[config.mk]
export PLATFORM = sky130hd
export DESIGN_NAME = counter_johnson_ctrl
export DESIGN_NICKNAME = d
export VERILOG_FILES = /design/src/rtl/counter_johnson_pkg.sv /design/src/rtl/johnson_decode.sv /design/src/rtl/counter_johnson_ctrl.sv
export SDC_FILE = /design/constraint.sdc
export NUM_CORES = 1
export LEC_CHECK = 0
export CORE_MARGIN = 2
export CORE_UTILIZATION = 35
export DETAILED_ROUTE_END_ITERATION = 12
export MAX_ROUTING_LAYER = met4
export PLACE_DENSITY = 0.71
export SYNTH_ARGS = -nofsm -noshare
export SYNTH_HDL_FRONTEND = slang
export SYNTH_SLANG_ARGS = --single-unit
[constraint.sdc]
create_clock -name i_clk -period 1.4 [get_ports i_clk]
set_clock_uncertainty 0.05 [all_clocks]
set_input_delay 0.14 -clock i_clk [delete_from_list [all_inputs] [get_ports i_clk]]
set_output_delay 0.14 -clock i_clk [all_outputs]
set_load 0.005 [all_outputs]
[src/rtl/counter_johnson_pkg.sv]
// Shared types and helpers for the Johnson counter and its phase decoder.
package counter_johnson_pkg;

    // Step direction of the twisted ring.
    typedef enum logic {
        JDIR_UP   = 1'b0,
        JDIR_DOWN = 1'b1
    } jdir_t;

    // Johnson code of phase index k for a ring of 'width' bits:
    // k < width gives k ones from bit 0 upward, k >= width gives ones
    // anchored at the top bit, shrinking from below.
    function automatic logic [31:0] johnson_encode(input int width, input int k);
        logic [31:0] ones;
        ones = (32'd1 << width) - 32'd1;
        if (k < width) begin
            return (32'd1 << k) - 32'd1;
        end
        return (ones << (k - width)) & ones;
    endfunction

endpackage

[src/rtl/johnson_decode.sv]
// Combinational Johnson code decoder: legality, binary phase index, one-hot phase.
module johnson_decode
    import counter_johnson_pkg::*;
#(
    parameter int WIDTH = 4,
    parameter int IW    = $clog2(2 * WIDTH)
) (
    input  logic [WIDTH-1:0]   code,
    output logic               legal,
    output logic [IW-1:0]      index,
    output logic [2*WIDTH-1:0] onehot
);

    localparam int NST = 2 * WIDTH;

    // Match the code against every legal encoding; an unmatched code is
    // illegal and reports index 0 with an all-zero one-hot vector.
    always_comb begin
        legal  = 1'b0;
        index  = '0;
        onehot = '0;
        for (int k = 0; k < NST; k++) begin
            if (code == WIDTH'(johnson_encode(WIDTH, k))) begin
                legal = 1'b1;
                index = IW'(k);
            end
        end
        if (legal) begin
            onehot = {{(NST-1){1'b0}}, 1'b1} << index;
        end
    end

endmodule

[src/rtl/counter_johnson_ctrl.sv]
// Up/down Johnson counter with clear, indexed load, wrap pulse, load error
// pulse and optional self-correction of illegal codes.
module counter_johnson_ctrl
    import counter_johnson_pkg::*;
#(
    parameter int WIDTH        = 4,
    parameter bit AUTO_CORRECT = 1'b1,
    localparam int IW          = $clog2(2 * WIDTH)
) (
    input  logic               i_clk,
    input  logic               i_rst_n,
    input  logic               i_enable,
    input  logic               i_dir,
    input  logic               i_clear,
    input  logic               i_load,
    input  logic [IW-1:0]      i_load_idx,
    output logic [WIDTH-1:0]   o_counter_johnson,
    output logic [IW-1:0]      o_index,
    output logic [2*WIDTH-1:0] o_phase_onehot,
    output logic               o_wrap,
    output logic               o_illegal,
    output logic               o_load_err
);

    localparam int NST = 2 * WIDTH;

    if (WIDTH < 2) begin : g_bad_width
        $error("counter_johnson_ctrl: WIDTH must be at least 2");
    end

    logic [WIDTH-1:0] code_q;
    logic [WIDTH-1:0] code_d;
    logic             wrap_q;
    logic             wrap_d;
    logic             load_err_q;
    logic             load_err_d;
    logic             legal;
    jdir_t            dir;

    assign dir = jdir_t'(i_dir);

    johnson_decode #(
        .WIDTH (WIDTH),
        .IW    (IW)
    ) u_decode (
        .code   (code_q),
        .legal  (legal),
        .index  (o_index),
        .onehot (o_phase_onehot)
    );

    // Next-state mux: correction > clear > load > step > hold. Only a real
    // step can raise the wrap pulse; only a selected out-of-range load can
    // raise the load error pulse.
    always_comb begin
        code_d     = code_q;
        wrap_d     = 1'b0;
        load_err_d = 1'b0;
        if (!legal && AUTO_CORRECT) begin
            code_d = '0;
        end else if (i_clear) begin
            code_d = '0;
        end else if (i_load) begin
            if (int'(i_load_idx) < NST) begin
                code_d = WIDTH'(johnson_encode(WIDTH, int'(i_load_idx)));
            end else begin
                load_err_d = 1'b1;
            end
        end else if (i_enable) begin
            if (dir == JDIR_UP) begin
                code_d = {code_q[WIDTH-2:0], ~code_q[WIDTH-1]};
                wrap_d = legal && (o_index == IW'(NST - 1));
            end else begin
                code_d = {~code_q[0], code_q[WIDTH-1:1]};
                wrap_d = legal && (o_index == '0);
            end
        end
    end

    // Code register and the two single-cycle status pulses.
    always_ff @(posedge i_clk or negedge i_rst_n) begin
        if (!i_rst_n) begin
            code_q     <= '0;
            wrap_q     <= 1'b0;
            load_err_q <= 1'b0;
        end else begin
            code_q     <= code_d;
            wrap_q     <= wrap_d;
            load_err_q <= load_err_d;
        end
    end

    assign o_counter_johnson = code_q;
    assign o_wrap            = wrap_q;
    assign o_load_err        = load_err_q;
    assign o_illegal         = ~legal;

endmodule
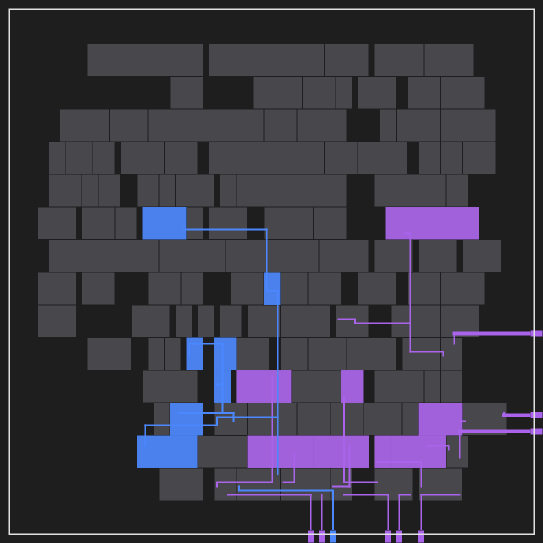
**Above:** port wiring.
Drawn at 12 px/um.
Key: `i_dir` = blue [bits 1, direction input, end cells 7, wire 68.3 um]; `o_phase_onehot` = purple [bits 8, direction output, end cells 8, wire 106 um]
quantity of I/O buffers inserted on ports: 25
top-level I/O count: 27

==> results.txt <==
Physical implementation

The flow ran to the end, but the final reports show violations. The final reports fail on negative setup slack. Global routing used 3.333% of the available met3 tracks. The number of nets handed over by synthesis was 84. Summing internal, switching and leakage power gives 0.8392 mW. The overall via count from detail_route is ~700. The combinational share of cell area is 43.42%. In this run the horizontal extent of the chip is 43.62 um. IR analysis of the VDD net gives a maximum drop of 0.4849 mV. In the final report, the number of endpoints failing setup comes to 11. The number of global-route vias before repair is 655. Entering global routing, the biggest net connects 10 pins. Ranking logic cells in the layout by count gives the top entries sky130_fd_sc_hd__buf_4, sky130_fd_sc_hd__buf_6, sky130_fd_sc_hd__nor2_1, sky130_fd_sc_hd__dlygate4sd2_1, sky130_fd_sc_hd__clkdlybuf4s50_1. Before antenna repair, the detailed router went through 4 iterations. The first global-routing pass estimated 2787 um of wire. The final-layout non-clock buffer area share is 38.50%. The clock transition at the registers of the reported paths is 0.05 ns. The layout cell share with drive strength beyond 1 is a little over half. The synthesized design spends more area on one cell type than any other, namely sky130_fd_sc_hd__dfrtp_1. For the worst-skew pair, the clock arrives at the later sink with an insertion delay of ~0.25 ns.

The number of hold violations in the final report is 0. The routed design uses between 80 and 90 um of met3 wire. The worst path setup slack after routing is -0.1295 ns.

The worst-case hold slack is 0.05750 ns.
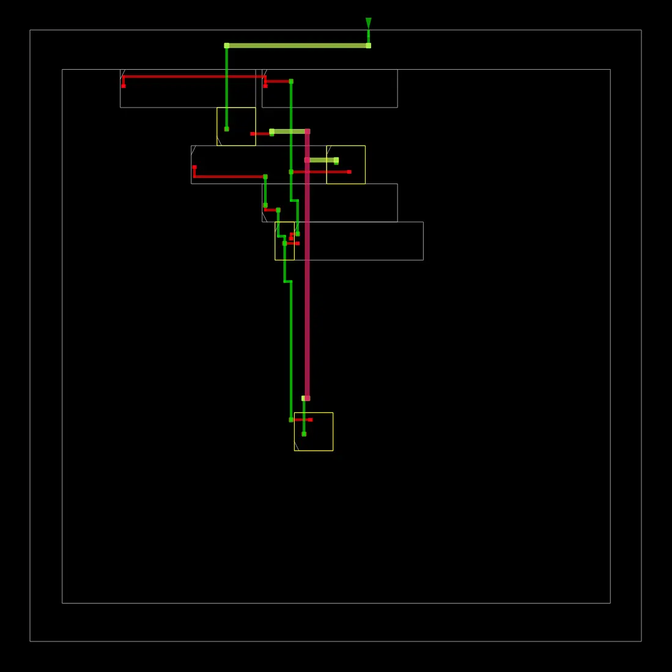
**Above:** clock routing.
final sequential cell count: 5
number of buffers created by CTS: 3

[worst max-delay path, delay by kind of cell (launching register included)]
family / cells / cell delay, ns
compound gates: 1 / 0.25
flops: 1 / 0.46
simple gates: 1 / 0.27
buf+inv: 1 / 0.11
[worst paths after layout]
path / end / cells past startpoint / slack (ns) / start
worst min-delay path: o_counter_johnson[2] / 1 / 0.06 / i_rst_n
max in group asynchronous: o_counter_johnson[0] / 1 / 1.04 / i_rst_n
worst max-delay path: o_illegal / 3 / -0.13 / o_counter_johnson[1]
min in group i_clk: o_counter_johnson[3] / 4 / 0.41 / i_load_idx[2]
worst max register to register: o_wrap / 5 / -0.09 / o_counter_johnson[3]
worst min register to register: o_counter_johnson[3] / 4 / 0.82 / o_counter_johnson[0]
[synth_stat cells]
master and number:
sky130_fd_sc_hd__nor2_1 8, sky130_fd_sc_hd__nand2_1 7, sky130_fd_sc_hd__a21oi_1 5, sky130_fd_sc_hd__dfrtp_1 5, sky130_fd_sc_hd__o21ai_0 5, sky130_fd_sc_hd__inv_1 4, sky130_fd_sc_hd__buf_2 3, sky130_fd_sc_hd__mux2i_1 3
sky130_fd_sc_hd__nor3_1 3, sky130_fd_sc_hd__nand2b_1 2, sky130_fd_sc_hd__nand3_1 2, sky130_fd_sc_hd__nor3b_1 2, sky130_fd_sc_hd__o211ai_1 2, sky130_fd_sc_hd__xnor2_1 2, sky130_fd_sc_hd__a211o_1 1, sky130_fd_sc_hd__a211oi_1 1
sky130_fd_sc_hd__a221oi_2 1, sky130_fd_sc_hd__a22oi_1 1, sky130_fd_sc_hd__a311o_2 1, sky130_fd_sc_hd__a31o_2 1, sky130_fd_sc_hd__a31oi_1 1, sky130_fd_sc_hd__and2_1 1, sky130_fd_sc_hd__buf_1 1, sky130_fd_sc_hd__buf_4 1
sky130_fd_sc_hd__clkbuf_1 1, sky130_fd_sc_hd__clkbuf_2 1, sky130_fd_sc_hd__conb_1 1, sky130_fd_sc_hd__ha_1 1, sky130_fd_sc_hd__inv_2 1, sky130_fd_sc_hd__nor4_1 1, sky130_fd_sc_hd__nor4_2 1, sky130_fd_sc_hd__nor4_4 1
sky130_fd_sc_hd__nor4b_1 1, sky130_fd_sc_hd__or2_1 1, sky130_fd_sc_hd__or3_1 1
[logic make-up (layout without fill, tap and decap cells)]
| logic type | Yosys count | after routing | share of synthesized area (%) |
|---|---|---|---|
| buffers and inverters | 12 | 59 | 9.791 |
| other | 1 | 1 | 0.6827 |
| DFF | 5 | 5 | 22.78 |
| xor gates and xnor gates | 2 | 2 | 3.190 |
| AOI/OAI and AO/OA | 19 | 19 | 23.69 |
| adders and majority gates | 1 | 1 | 2.278 |
| muxes | 3 | 3 | 5.467 |
| and+or+nand+nor | 31 | 31 | 32.12 |
[power by group]
part	total (mW)	internal (mW)	switching, mW
Clock	0.179	0.108	0.0703
Sequential	0.186	0.161	0.0250
Combinational	0.474	0.261	0.214
[timing repair]
action / CTS / global route
pin swaps: 7 / 5
gates resized: 71 / 15
setup buffers: 5 / 2
endpoints found under the setup margin: 21 / 17
[sequential cells by signal, indices dropped and copies added, names as in the netlist]
name	cells
o_counter_johnson	4
o_wrap	1
Power is estimated from default activity; no workload was simulated.
